==> config.mk <==
export PLATFORM = sky130hd
export DESIGN_NAME = mem_access_unit
export DESIGN_NICKNAME = d
export VERILOG_FILES = /design/src/rtl/mem_access_unit_pkg.sv /design/src/rtl/mem_access_unit_data_lane_ext.sv /design/src/rtl/mem_access_unit.sv
export SDC_FILE = /design/constraint.sdc
export NUM_CORES = 1
export LEC_CHECK = 0
export CAP_MARGIN = 40
export CORE_UTILIZATION = 30
export DETAILED_ROUTE_END_ITERATION = 8
export PLACE_DENSITY = 0.7
export SYNTH_ARGS = -nofsm -noshare
export SYNTH_HDL_FRONTEND = slang
export SYNTH_SLANG_ARGS = --single-unit
==> constraint.sdc <==
create_clock -name clk -period 6.15 [get_ports clk]
set_input_delay 1.845 -clock clk [delete_from_list [all_inputs] [get_ports clk]]
set_output_delay 1.845 -clock clk [all_outputs]
set_load 0.1 [all_outputs]
Run 1, logic cells by family:
(3 px per um)
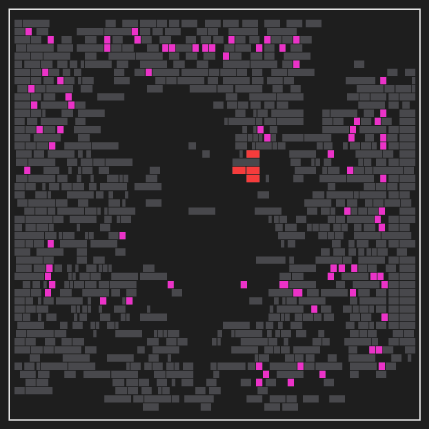
magenta -> and/or cells  # cells 77, where all over the die
red -> fa/ha/maj cells  # cells 4, where center
final cell count without fillers: 991
dominant logic cell type in the layout: clkdlybuf4s50_1
Comb/total area: 29.1%

Run 1, port wiring:
(2 px per um)
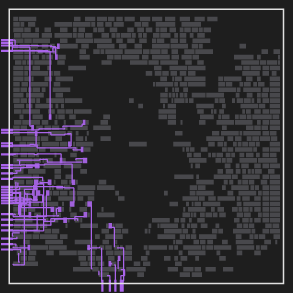
purple -> bus_wdata  # bits 32, direction output, edge 27 left, 5 bottom, end cells 32, buffers 40, wire 1050 um
IO Pins: 211
IO buf count: 207

Run 1, pin placement:
(3 px per um) Pins as bars across the die edge, other pins in gray.
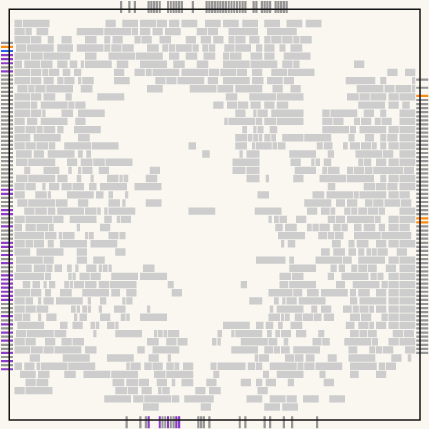
purple -> bus_wdata  # pins 32, direction output, edge 27 left, 5 bottom
orange -> bus_be  # pins 4, direction output, edge 3 right, 1 left
blue -> bus_we  # pins 1, direction output, edge left
Die Ht: 136 um
Die Width: 136 um

Run 1, cell placement:
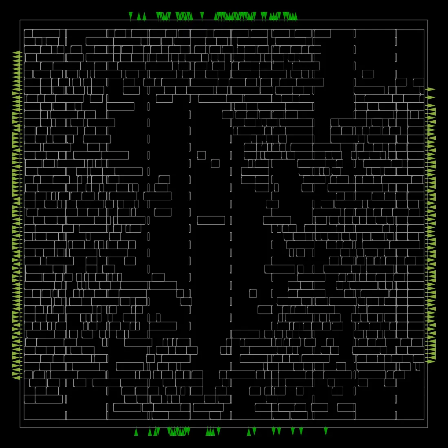
number of well taps: 225
core area: 17500 um2

==> impl_metrics.ini, run 1 <==
; flow metrics
[timing]
grt_setup_unrepaired = no
relSlewSlack_pct = 44.6
layout_min_cycle_time_ps = 4670
max_slew.worst_pin.slew_ps = 830
setup_viol = 0
period_used_pct = 76.0
max_freq_mhz = 214
tns_ps = 0
drv_slew = 0
skew_ps = 5.55

[job]
warning_count = 29

[global_route]
grt_max_degree = 65
track_usage_pct = 19.3
grt_pass1_wl_um = 27400
antenna_found_initial = 0

[power]
p_seq_share_pct = 22.5
switching_share_pct = 50.4
power-top-group = combinational logic
power.leakage_nw = 3.97
pg_comb_mw = 3.53

[cells_and_area]
drive_above_1_share_pct = 28.2
flop_area_um2 = 2550
fillers = 1476
logic_area_um2 = 2670
synthToLayoutAreaGrowth_pct = 69.3
nNetsFinal = 871
n_antenna_cell = 0

[cts]
cts_made_buffers = 9
root_buffer = clkbuf_16
cts_sinks = 102

[worst_setup_path]
setup.worst_path.start_class = input port
path_max_fanout = 2
crit_chain = clkdlybuf4s50_1, nand2_4, o21ai_0, buf_12
r2r_slack_ps = 3760
crit_required_ps = 4300
end_kind = output pin

[floorplan]
row_count = 48
die-area_um2 = 18600
fp_util_pct = 31.0

[route]
ant_nets = 0
wirelength_um = 17800
dr.pass1.iters = 4
drc = 0
via_per_inst = 4.98

[placement]
dpl.cell_count = 976
hpwl_um = 13100

[synthesis]
seq_area_frac_synth_pct = 47.1
yosysCellCount = 498
top_cells_by_count = dfrtp_1, mux2_2, and2_1, clkbuf_1, nor2_1
edf_count = 0
ys.flop_type = dfrtp_1

[min_path]
min_path_cells = 1

[status]
status = complete, no violations
## run 1: logic make-up after synthesis
kind of cell    share of synthesized area (%)
simple gates                             15.6
other cells                            0.0692
flops                                    47.1
compound gates                           13.9
mux                                      18.5
fa+ha+maj                               0.923
buf+inv                                  3.95
## run 1: critical path, delay by kind of cell
family / cells / cell delay [ps]
buf+inv: 2 / 750
compound gates: 1 / 160
simple gates: 1 / 60
## run 1: final cells by class
type                            instances  share of cell area [%]
Clock inverter                          4                   0.532
Inverter                                7                   0.286
Tap cell                              225                    3.07
Timing Repair Buffer                  294                    36.7
Sequential cell                       102                    27.8
Clock buffer                           11                    2.54
Multi-Input combinational cell        348                    29.1
## run 1: layout by cell type, fill, tap and decap left out, types with 9 or more instances in the layout
cell type        synthesis  routed
a21oi_1                 26      26
mux2i_1                 19      19
o2bb2ai_1               16      16
nor2b_1                 10      10
buf_4                    3      35
a221o_2                 10      10
clkdlybuf4s50_1          0     178
dfrtp_1                102     101
and2_1                  64      64
nand2_1                 23      22
clkbuf_16                0       9
mux2_2                  70      70
buf_8                    0      70
nor2_1                  29      29
o21ai_0                 13      13
and3_1                   9       9
## run 1: per-layer routing
| metal | wire length (um) | share of wire, % | global-route usage, % | up-vias |
|---|---|---|---|---|
| met1 | 7230 | 41 | 23.2 | 2419 |
| met4 | 229 | 1.3 | 4.94 | 0 |
| li1 | - | - | - | 2282 |
| met5 | 0 | 0 | 0 | - |
| met2 | 8920 | 50 | 33.6 | 217 |
| met3 | 1390 | 7.8 | 5.67 | 13 |
## run 1: per-stage QoR
stage / hold slack, ps / worst slack (ps) / cell area (um2)
after floorplan: 449 / 334 / 5430
after global placement: 467 / 1480 / 7590
after detailed placement: 469 / 1480 / 8900
after CTS: 488 / 1480 / 9180
after global routing: 495 / 1420 / 9180
final: 485 / 1480 / 9180
==> run 2: changes to the inputs <==
--- a/config.mk
+++ b/config.mk
@@ -8,7 +8,7 @@
 export CAP_MARGIN = 40
 export CORE_UTILIZATION = 30
 export DETAILED_ROUTE_END_ITERATION = 8
-export PLACE_DENSITY = 0.7
+export PLACE_DENSITY = 0.72
 export SYNTH_ARGS = -nofsm -noshare
 export SYNTH_HDL_FRONTEND = slang
 export SYNTH_SLANG_ARGS = --single-unit
==> constraint.sdc (replaced) <==
create_clock -name clk -period 3.85 [get_ports clk]
set_input_delay 1.155 -clock clk [delete_from_list [all_inputs] [get_ports clk]]
set_output_delay 1.155 -clock clk [all_outputs]
set_load 0.1 [all_outputs]
Run 2, pin placement:
(3 px per um) Pins as bars across the die edge, other pins in gray.
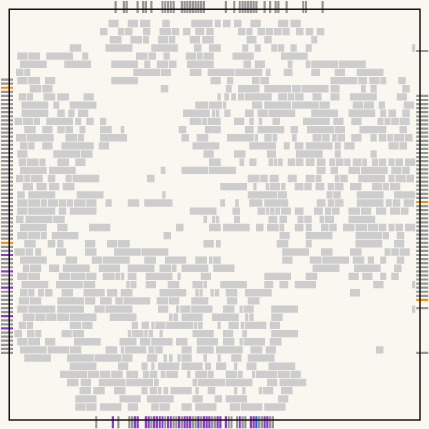

Run 2, logic cells by family:
(3 px per um)
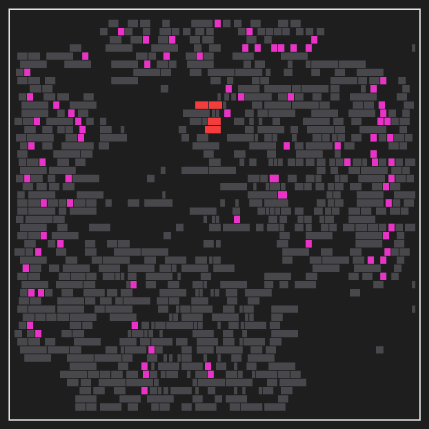
final cell count without fillers: 921
Comb/total area: 33.6%

==> run 2 against run 1 <==
Net effect: register-to-register slack worse by 2300 ps; area after synthesis unchanged; global-route usage down 0.91 points; sequential share of layout area up 3.1 points; total power up 52%; clock power up 75%; sequential power up 66%; clock-buffer cell count down 1; flip-flop count unchanged; highest routed layer unchanged.
==> impl_metrics.ini, run 2 <==
; flow metrics
[placement]
dp_slack_ps = 654
placed_area_um2 = 7930
dpl.cell_count = 904
hpwl_um = 12200

[route]
wirelength_um = 16600
drc = 0
dr.pass1.iters = 4
ant_nets = 0

[cells_and_area]
fin_area_um2 = 8250
lay_top_cells = clkdlybuf4s50_1, dfrtp_1, buf_4, mux2_2, and2_1

[floorplan]
die-area_um2 = 18600
fp_util_pct = 31.0
die_w_um = 136
row_count = 48

[timing]
finalWorstSetupSlack_ps = 428
layout_min_cycle_time_ps = 3420
max_freq_mhz = 292
drv_slew = 0
relSlewSlack_pct = 53.0
setup_viol = 0

[cts]
cts_made_buffers = 9
root_buffer = clkbuf_16
cts_sinks = 102

[worst_setup_path]
crit_buf_inv = 1
setup.worst_path.start_class = flip-flop
end_kind = output pin
path_max_fanout = 20
crit_chain = nand2b_1, a21oi_1, nor2b_2, buf_12
crit_required_ps = 2690
critical_path.top_delay_family = simple AND/OR/NAND/NOR gates

[synthesis]
edf_count = 0
yosysCellCount = 498
seq_area_frac_synth_pct = 47.1

[min_path]
min_path_cells = 1

[status]
status = complete, no violations

[global_route]
antenna_found_initial = 1
track_usage_pct = 18.4
Run 2, cell sizes after repair:
(3 px per um)
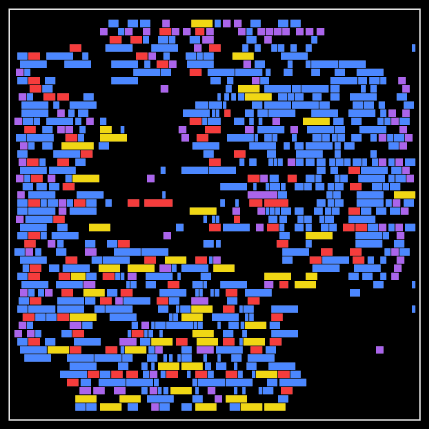
red -> x2  # cells 90, share 13%, most used mux2_2
yellow -> x6 and larger  # cells 43, share 6.2%, most used buf_12
purple -> x3 and x4  # cells 104, share 15%, most used buf_4
blue -> x1 and smaller  # cells 458, share 66%, most used clkdlybuf4s50_1
non-clock buffer count in the final layout: 222
area grow syn2layout: 52.2%

run 2: metrics by stage:
stage | power [mW] | setup TNS (ps)
2_1_floorplan | 5.70 | -3130
3_3_place_gp | 7.00 | 0
3_5_place_dp | 7.07 | 0
4_1_cts | 8.07 | 0
5_1_grt | 8.40 | 0
6_report | 8.00 | 0
run 2: worst register-to-register path, stage by stage, from the launching register on:
cell and delay [ps]:
dfrtp_1 690, buf_4 320, mux4_2 520, nor3b_2 220
a221oi_1 360, o2bb2ai_1 140
run 2: area by class of cell:
cell class | count | area (um2)
diodes | 1 | 2.50
clock buffers | 10 | 239
clock inverters | 6 | 78.8
fillers | 1617 | 9230
inverters | 7 | 26.3
multi-input cells | 348 | 2770
flip-flops and latches | 102 | 2550
well taps | 225 | 282
repair buffers | 222 | 2300
run 2: where the power goes:
part	internal, mW	leakage, nW	switching (mW)
Sequential	1.56	1.26	0.415
Combinational	1.68	2.23	3.37
Clock	0.535	0.157	0.446
Total	3.77	3.64	4.23
run 2: per-layer routing:
layer	GRT usage [%]	vias up	wire length [um]	part of all wire (%)
met2	31.0	178	7960	48
met5	0	-	0	0
met4	6.05	0	280	1.7
li1	-	2138	-	-
met3	5.22	20	1390	8.3
met1	22.6	2236	7010	42
run 2: logic make-up (layout without fill, tap and decap cells):
kind of cell / count (synthesis) / in the layout / synth area share (%)
compound gates: 98 / 98 / 13.9
simple gates: 153 / 153 / 15.6
buf+inv: 50 / 245 / 3.95
fa+ha+maj: 4 / 4 / 0.923
mux: 90 / 90 / 18.5
flops: 102 / 102 / 47.1
other cells: 1 / 4 / 0.0692
Power figures rest on the tool's default switching activity, not on a simulated workload.
